File: config.mk
export PLATFORM = sky130hd
export DESIGN_NAME = interrupt_sequencer
export DESIGN_NICKNAME = d
export VERILOG_FILES = /design/src/rtl/cpu6502_pkg.sv /design/src/rtl/nmi_edge_latch.sv /design/src/rtl/interrupt_sequencer.sv
export SDC_FILE = /design/constraint.sdc
export NUM_CORES = 1
export LEC_CHECK = 0
export CAP_MARGIN = 20
export CORE_ASPECT_RATIO = 0.7
export CORE_MARGIN = 2
export CORE_UTILIZATION = 36
export CTS_BUF_LIST = sky130_fd_sc_hd__clkbuf_16
export CTS_CLUSTER_DIAMETER = 60
export DETAILED_ROUTE_END_ITERATION = 8
export PLACE_DENSITY = 0.73
export SYNTH_ARGS = -nofsm -noshare
export SYNTH_HDL_FRONTEND = slang
export SYNTH_SLANG_ARGS = --single-unit
File: constraint.sdc
create_clock -name clk -period 2.4 [get_ports clk]
set_clock_uncertainty 0.15 [all_clocks]
set_input_delay 0.72 -clock clk [delete_from_list [all_inputs] [get_ports clk]]
set_output_delay 0.72 -clock clk [all_outputs]
set_load 0.01 [all_outputs]
File: src/rtl/cpu6502_pkg.sv
// Shared types for the 6502 core: sequencer states,
// interrupt source codes, status bit positions and vectors.
package cpu6502_pkg;

   typedef enum logic [2:0] {
      ST_IDLE,
      ST_PUSH_PCH,
      ST_PUSH_PCL,
      ST_PUSH_P,
      ST_VEC_LO,
      ST_VEC_HI,
      ST_LOAD_PC
   } seq_state_e;

   typedef enum logic [1:0] {
      SRC_RST = 2'd0,
      SRC_NMI = 2'd1,
      SRC_BRK = 2'd2,
      SRC_IRQ = 2'd3
   } int_src_e;

   typedef enum int unsigned {
      P_C = 0,
      P_Z = 1,
      P_I = 2,
      P_D = 3,
      P_B = 4,
      P_U = 5,
      P_V = 6,
      P_N = 7
   } pbit_e;

   localparam logic [15:0] NMI_VEC_DEF    = 16'hFFFA;
   localparam logic [15:0] RST_VEC_DEF    = 16'hFFFC;
   localparam logic [15:0] IRQ_VEC_DEF    = 16'hFFFE;
   localparam logic [7:0]  STACK_PAGE_DEF = 8'h01;

   // Status byte as it lands on the stack: U always set,
   // B tells the handler whether it came from BRK.
   function automatic logic [7:0] push_status(
      input logic [7:0] p,
      input logic       brk
   );
      logic [7:0] r;
      r       = p;
      r[P_U]  = 1'b1;
      r[P_B]  = brk;
      return r;
   endfunction

endpackage

File: src/rtl/nmi_edge_latch.sv
// NMI falling-edge detector with a sticky pending flag
// that only the sequencer's acceptance clears.
module nmi_edge_latch (
   input  logic clk,
   input  logic reset_n,
   input  logic nmi_n_i,
   input  logic clr_i,
   output logic pending_o
);

   logic nmi_q;
   logic pend_q;
   logic pend_d;
   logic fall;

   assign fall = nmi_q & ~nmi_n_i;

   // A new edge wins over a same-cycle clear so it is never lost
   always_comb begin
      pend_d = fall | (pend_q & ~clr_i);
   end

   // History and pending registers
   always_ff @(posedge clk or negedge reset_n) begin
      if (!reset_n) begin
         nmi_q  <= 1'b1;
         pend_q <= 1'b0;
      end else begin
         nmi_q  <= nmi_n_i;
         pend_q <= pend_d;
      end
   end

   assign pending_o = pend_q;

endmodule

File: src/rtl/interrupt_sequencer.sv
// 6502 reset/NMI/BRK/IRQ entry sequencer: pushes PC and P,
// sets I, fetches the vector and hands a new PC to the core.
module interrupt_sequencer
   import cpu6502_pkg::*;
#(
   parameter logic [15:0] NMI_VEC            = NMI_VEC_DEF,
   parameter logic [15:0] RST_VEC            = RST_VEC_DEF,
   parameter logic [15:0] IRQ_VEC            = IRQ_VEC_DEF,
   parameter logic [7:0]  STACK_PAGE         = STACK_PAGE_DEF,
   parameter bit          FETCH_RESET_VECTOR = 1'b1
) (
   input  logic        clk,
   input  logic        reset_n,
   input  logic        nmi_n,
   input  logic        irq_n,
   input  logic        brk_req,
   input  logic        at_boundary,
   input  logic        I_flag,
   input  logic [15:0] PC_in,
   input  logic [7:0]  SP_in,
   input  logic [7:0]  P_in,
   input  logic [7:0]  mem_rdata,
   input  logic        mem_ready,
   output logic [15:0] mem_addr,
   output logic [7:0]  mem_wdata,
   output logic        mem_we,
   output logic        mem_re,
   output logic        dec_SP,
   output logic        set_I,
   output logic        pc_load,
   output logic [15:0] pc_value,
   output logic        busy,
   output logic        done,
   output logic [1:0]  int_src
);

   seq_state_e  state_q, state_d;
   int_src_e    src_q, src_d;
   logic [15:0] pc_q, pc_d;
   logic [7:0]  p_q, p_d;
   logic [15:0] vec_q, vec_d;
   logic        rst_pend_q, rst_pend_d;

   logic        nmi_pend;
   logic        nmi_clr;
   logic        irq_ok;
   logic [15:0] vec_base;
   logic [15:0] stack_addr;

   nmi_edge_latch u_nmi (
      .clk       (clk),
      .reset_n   (reset_n),
      .nmi_n_i   (nmi_n),
      .clr_i     (nmi_clr),
      .pending_o (nmi_pend)
   );

   assign irq_ok     = ~irq_n & ~I_flag;
   assign stack_addr = {STACK_PAGE, SP_in};

   // Vector base for the latched source; BRK shares IRQ's
   always_comb begin
      unique case (src_q)
         SRC_RST: vec_base = RST_VEC;
         SRC_NMI: vec_base = NMI_VEC;
         default: vec_base = IRQ_VEC;
      endcase
   end

   // Next state and bus/register-file strobes
   always_comb begin
      state_d    = state_q;
      src_d      = src_q;
      pc_d       = pc_q;
      p_d        = p_q;
      vec_d      = vec_q;
      rst_pend_d = rst_pend_q;
      nmi_clr    = 1'b0;
      mem_addr   = 16'h0000;
      mem_wdata  = 8'h00;
      mem_we     = 1'b0;
      mem_re     = 1'b0;
      dec_SP     = 1'b0;
      set_I      = 1'b0;
      pc_load    = 1'b0;
      done       = 1'b0;

      unique case (state_q)
         ST_IDLE: begin
            if (rst_pend_q) begin
               rst_pend_d = 1'b0;
               src_d      = SRC_RST;
               state_d    = ST_VEC_LO;
            end else if (at_boundary &&
                         (nmi_pend || brk_req || irq_ok)) begin
               pc_d    = PC_in;
               p_d     = P_in;
               state_d = ST_PUSH_PCH;
               if (nmi_pend) begin
                  src_d   = SRC_NMI;
                  nmi_clr = 1'b1;
               end else if (brk_req) begin
                  src_d = SRC_BRK;
               end else begin
                  src_d = SRC_IRQ;
               end
            end
         end

         ST_PUSH_PCH: begin
            mem_addr  = stack_addr;
            mem_wdata = pc_q[15:8];
            mem_we    = 1'b1;
            if (mem_ready) begin
               dec_SP  = 1'b1;
               state_d = ST_PUSH_PCL;
            end
         end

         ST_PUSH_PCL: begin
            mem_addr  = stack_addr;
            mem_wdata = pc_q[7:0];
            mem_we    = 1'b1;
            if (mem_ready) begin
               dec_SP  = 1'b1;
               state_d = ST_PUSH_P;
            end
         end

         ST_PUSH_P: begin
            mem_addr  = stack_addr;
            mem_wdata = push_status(p_q, src_q == SRC_BRK);
            mem_we    = 1'b1;
            if (mem_ready) begin
               dec_SP  = 1'b1;
               set_I   = 1'b1;
               state_d = ST_VEC_LO;
            end
         end

         ST_VEC_LO: begin
            mem_addr = vec_base;
            mem_re   = 1'b1;
            if (mem_ready) begin
               vec_d[7:0] = mem_rdata;
               set_I      = (src_q == SRC_RST);
               state_d    = ST_VEC_HI;
            end
         end

         ST_VEC_HI: begin
            mem_addr = vec_base + 16'd1;
            mem_re   = 1'b1;
            if (mem_ready) begin
               vec_d[15:8] = mem_rdata;
               state_d     = ST_LOAD_PC;
            end
         end

         ST_LOAD_PC: begin
            pc_load = 1'b1;
            done    = 1'b1;
            state_d = ST_IDLE;
         end

         default: state_d = ST_IDLE;
      endcase
   end

   // Sequencer state and captured context
   always_ff @(posedge clk or negedge reset_n) begin
      if (!reset_n) begin
         state_q    <= ST_IDLE;
         src_q      <= SRC_RST;
         pc_q       <= 16'h0000;
         p_q        <= 8'h00;
         vec_q      <= 16'h0000;
         rst_pend_q <= FETCH_RESET_VECTOR;
      end else begin
         state_q    <= state_d;
         src_q      <= src_d;
         pc_q       <= pc_d;
         p_q        <= p_d;
         vec_q      <= vec_d;
         rst_pend_q <= rst_pend_d;
      end
   end

   assign busy     = (state_q != ST_IDLE);
   assign int_src  = src_q;
   assign pc_value = vec_q;

endmodule

### Clock nets, run 1

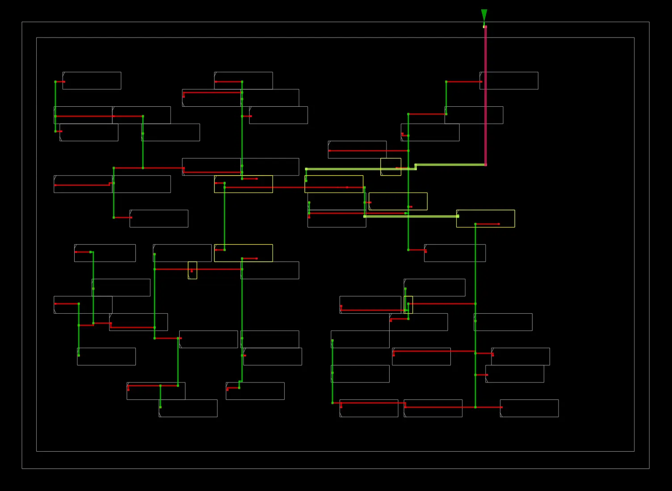
clk_buf instances: 5
Num CTS Buffers: 5
flip-flops: 46

### Pin placement, run 1

(4 px per um) Pins as bars across the die edge, other pins in gray.
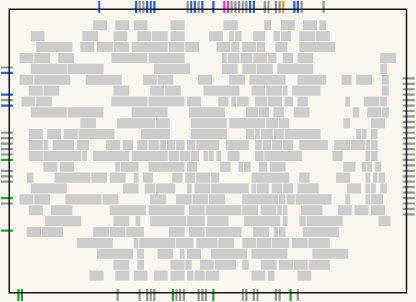
Key: P_in = green [pins 8, direction input, edge 5 south, 3 west]; set_I = orange [pins 1, direction output, edge north]; int_src = magenta [pins 2, direction output, edge north]; pc_value = blue [pins 16, direction output, edge 13 north, 3 west]

==> flow_metrics.py, run 1 <==
# Metrics from the implementation run
metrics = {
    "clock_tree": {
        "cts_setup_buffers": 6,
        "cts_sinks": 46,
        "worstSkewPairLatency_ns": 0.28,
        "cts_hold_buf": 0,
        "cts_tree": "yes",
        "cts_buffer_depth": 2,
        "cts_resized": 97,
        "ctsHtreeMaxLevel": 2,
        "cts.clk_slew.worst_paths_ns": 0.06,
        "clock-root-buffer": "clkbuf_16",
    },
    "layout": {
        "seq-cell-share_pct": 31.7,
        "antennaDiodeCount": 0,
        "layout_top_cell": "clkdlybuf4s50_1",
        "flop_area_mm2": 0.00116,
        "clk_share_pct": 3.87,
        "nonClockBufferCount": 132,
        "comb_area_share_pct": 28.7,
        "comb_cells": 119,
        "largest_class": "non-clock buffers",
        "inverters": 4,
        "nonClkBufAreaFrac_pct": 32.7,
        "drive_above_1_share_pct": 42.1,
        "final_nets": 356,
        "syn_to_final_growth_pct": 60.6,
        "fin_cells": 387,
        "design_area_mm2": 0.00365,
        "layout.cells.most_common_list": "clkdlybuf4s50_1, dfrtp_1, mux2_2",
        "final_core_util_pct": 59.3,
        "n_fill_cell": 512,
        "logic_area_mm2": 0.00105,
    },
    "grt": {
        "use_met1_pct": 21.4,
        "grt_use_total_pct": 15.6,
        "met2_usage_pct": 25.4,
        "grt-ovfl-total": 0,
        "grt_max_degree": 29,
        "top_usage_layer": "met2",
        "grt_pass1_wl_mm": 8.80,
        "grt_pass1_vias": 1793,
        "antenna_found_initial": 0,
        "met3_usage_pct": 3.80,
    },
    "routing": {
        "vias": 1861,
        "drc": 0,
        "wl_met3_um": 313,
        "drtPass1Iterations": 4,
        "wl_met1_mm": 2.63,
        "wirelength_mm": 5.47,
        "routedWlPerCell_um": 14.1,
        "viasPerCell": 4.81,
        "top_layer": "met4",
        "antenna_left": 0,
        "wl_met2_mm": 2.50,
        "drt_iter0_drc": 44,
    },
    "die": {
        "rows": 24,
        "die-area_mm2": 0.00697,
        "ios": 97,
        "core_mm2": 0.00616,
        "fp.dieH_um": 70.5,
        "taps": 78,
        "die_w_um": 99.0,
        "fp_util_pct": 36.9,
    },
    "place": {
        "place_area_mm2": 0.00340,
        "hpwl_mm": 3.94,
        "placed_cells": 365,
        "portBuffers": 94,
        "dpl_worst_slack_ns": -0.363,
        "gp_congestion": 0.729,
    },
    "run": {
        "cap_viol_max_count": 0,
        "tool_warnings": 30,
    },
    "yosys": {
        "synth-edff-count": 0,
        "synth_area_mm2": 0.00227,
        "yosys_warnings": 0,
        "top_logic_kind": "multiplexers",
        "synthArstFlopShare_pct": 100,
        "ff_type": "dfrtp_1",
        "area_leaders": "dfrtp_1, mux2_2, mux2_4",
        "yosys.area_share.adder_pct": 0,
        "yosys.area.top_type": "dfrtp_1",
        "syn_nets": 235,
        "ys_chip_area_mm2": 0.00227,
        "synth_top_cell_by_count": "dfrtp_1",
        "synth-simple-area-share_pct": 11.5,
        "mux_area_share_pct": 23.5,
        "ys_types": 33,
        "ys_ff": 46,
        "top_cells_by_count": "dfrtp_1, mux2_2, nor2_1",
        "synthAoiAreaFrac_pct": 8.31,
        "synth_seq_share_pct": 50.8,
        "top_area_share_pct": 48.5,
        "synthCells": 187,
        "yosys_cells": 187,
        "xor_share_pct": 0,
        "avgSynthCellArea_um2": 12.2,
    },
    "timing": {
        "drv_slew": 0,
        "fin_crit_sh_pct": 102,
        "period_needed_ns": 2.45,
        "rsz0062_at_grt": "true",
        "worst_slew_pin_slew_ns": 0.464,
        "setup_viol": 9,
        "fmax_mhz": 408,
        "relSlewSlack_pct": 69.1,
        "tns_ns": -0.278,
        "hold_violations": 0,
        "fin_ws_ns": -0.0536,
    },
    "setup_path": {
        "slowest_stage": "dfrtp_2",
        "reg2reg_setup_slack_ns": 0.31,
        "r2r_start": "state_q[1]",
        "path_delay_family": "flip-flops",
        "path_cells": "buf_4 -> buf_6 -> o21ba_4 -> a22o_1 -> buf_2",
        "arrival_ns": 1.58,
        "cp_data_required_time_ns": 1.53,
        "critPathBufInv": 3,
        "path_max_fanout": 9,
        "critPathLaunchType": "flip-flop",
        "cp-end-kind": "primary output",
        "endpoint": "mem_addr[2]",
        "critPathMaxStageDelay_ns": 0.45,
        "path_depth": 5,
        "r2r_end": "pc_value[8]",
        "critPathLaunch": "state_q[1]",
        "critical_path_class": "reg -> out",
        "reg2reg_depth": 7,
    },
    "min_path": {
        "hp-class": "in -> async",
    },
    "outcome": {
        "violations": "setup timing",
        "status": "finished, violations left",
    },
}
### Placed cells, one color a class, run 1

(6 px per um)
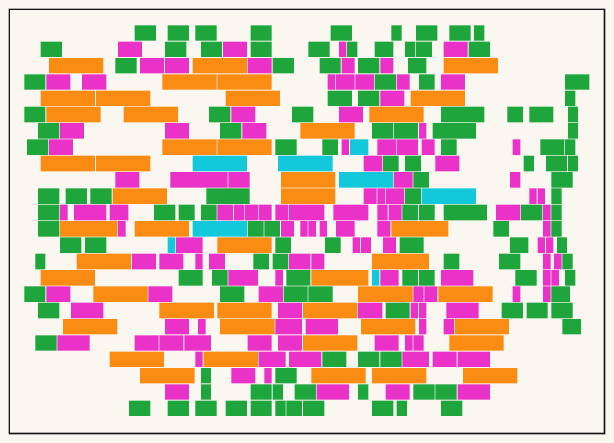
Key: other buffers and delay cells = green [cells 132]; clock drivers and dummy loads = cyan [cells 8]; all other logic = magenta [cells 123]; flip-flops = orange [cells 46]

--- run 2 (diff from run 1) ---
--- a/config.mk
+++ b/config.mk
@@ -9,9 +9,10 @@
 export CORE_ASPECT_RATIO = 0.7
 export CORE_MARGIN = 2
-export CORE_UTILIZATION = 36
+export CORE_UTILIZATION = 40
 export CTS_BUF_LIST = sky130_fd_sc_hd__clkbuf_16
 export CTS_CLUSTER_DIAMETER = 60
 export DETAILED_ROUTE_END_ITERATION = 8
-export PLACE_DENSITY = 0.73
+export PLACE_DENSITY = 0.79
+export SLEW_MARGIN = 30
 export SYNTH_ARGS = -nofsm -noshare
 export SYNTH_HDL_FRONTEND = slang
--- a/constraint.sdc
+++ b/constraint.sdc
@@ -3,3 +3,3 @@
 set_input_delay 0.72 -clock clk [delete_from_list [all_inputs] [get_ports clk]]
 set_output_delay 0.72 -clock clk [all_outputs]
-set_load 0.01 [all_outputs]
+set_load 0.05 [all_outputs]
### Metal 3, run 2

(4 px per um) Cells faint in the background.
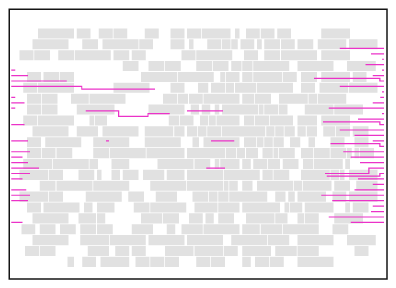
The wires run mostly horizontal. 54 nets have wire on it.

==> flow_metrics.py, run 2 <==
# Metrics from the implementation run
metrics = {
    "outcome": {
        "status": "finished, violations left",
        "violations": "setup timing",
    },
    "setup_path": {
        "path_depth": 4,
        "critPathLaunch": "state_q[0]",
        "path_max_fanout": 7,
        "critPathBufInv": 2,
        "cp_data_required_time_ns": 1.53,
        "slowest_stage": "dfrtp_1",
        "path_delay_family": "AND-OR/OR-AND gates",
        "critPathLaunchType": "flip-flop",
        "reg2reg_setup_slack_ns": 0.37,
    },
    "layout": {
        "antennaDiodeCount": 0,
        "n_clock_buffer": 5,
        "logic_area_mm2": 0.00115,
        "syn_to_final_growth_pct": 79.2,
        "final_core_util_pct": 75.9,
        "drive_above_1_share_pct": 49.8,
        "comb_cells": 119,
        "comb_area_share_pct": 28.3,
        "fin_cells": 369,
        "layout.cells.most_common_list": "clkdlybuf4s50_1, dfrtp_1, buf_12",
        "clk_share_pct": 3.99,
        "inverters": 4,
        "seq_cell_count": 46,
        "layout_top_cell": "clkdlybuf4s50_1",
        "final_nets": 344,
        "largest_class": "non-clock buffers",
    },
    "die": {
        "fp.dieH_um": 67.1,
        "rows": 22,
        "taps": 72,
        "ios": 97,
        "die-area_mm2": 0.00631,
        "die_w_um": 94.1,
        "fp_util_pct": 42.3,
    },
    "yosys": {
        "ff_type": "dfrtp_1",
        "top_cells_by_count": "dfrtp_1, mux2_2, nor2_1",
        "synth-simple-area-share_pct": 11.5,
        "yosys.area_share.adder_pct": 0,
        "ys_types": 33,
        "xor_share_pct": 0,
        "synthArstFlopShare_pct": 100,
        "area_leaders": "dfrtp_1, mux2_2, mux2_4",
        "ys_chip_area_mm2": 0.00227,
        "synthAoiAreaFrac_pct": 8.31,
    },
    "clock_tree": {
        "clock-root-buffer": "clkbuf_16",
        "cts_made_buffers": 5,
        "ctsHtreeMaxLevel": 2,
        "cts_setup_buffers": 4,
        "cts_hold_buf": 0,
    },
    "timing": {
        "tns_ns": -0.568,
        "period_needed_ns": 2.46,
        "setup_viol": 15,
        "hold_violations": 0,
        "fin_crit_sh_pct": 103,
        "drv_slew": 0,
        "relSlewSlack_pct": 65.3,
        "fmax_mhz": 407,
        "rsz0062_at_grt": "true",
        "fin_ws_ns": -0.0600,
    },
    "routing": {
        "vias": 1877,
        "drtPass1Iterations": 4,
        "wl_met2_mm": 3.14,
        "wl_met3_um": 394,
        "routedWlPerCell_um": 16.8,
        "drc": 0,
        "top_layer": "met4",
    },
    "place": {
        "hpwl_mm": 4.28,
        "gp_congestion": 0.775,
        "portBuffers": 94,
        "placed_cells": 351,
        "dpl_worst_slack_ns": -0.0568,
    },
    "grt": {
        "grt_pass1_vias": 1874,
        "grt_pass1_wl_mm": 9.45,
        "use_met1_pct": 24.3,
        "top_usage_layer": "met2",
        "met2_usage_pct": 35.4,
        "grt_use_total_pct": 19.6,
        "grt-ovfl-total": 0,
    },
    "run": {
        "tool_warnings": 31,
        "cap_viol_max_count": 0,
    },
}
### Clock nets, run 2

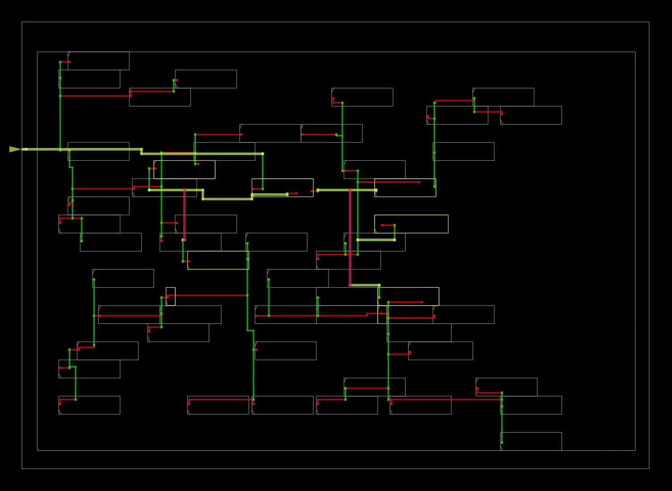
CTS Sinks: 46
Late-Pin Clk Latency: 0.28 ns

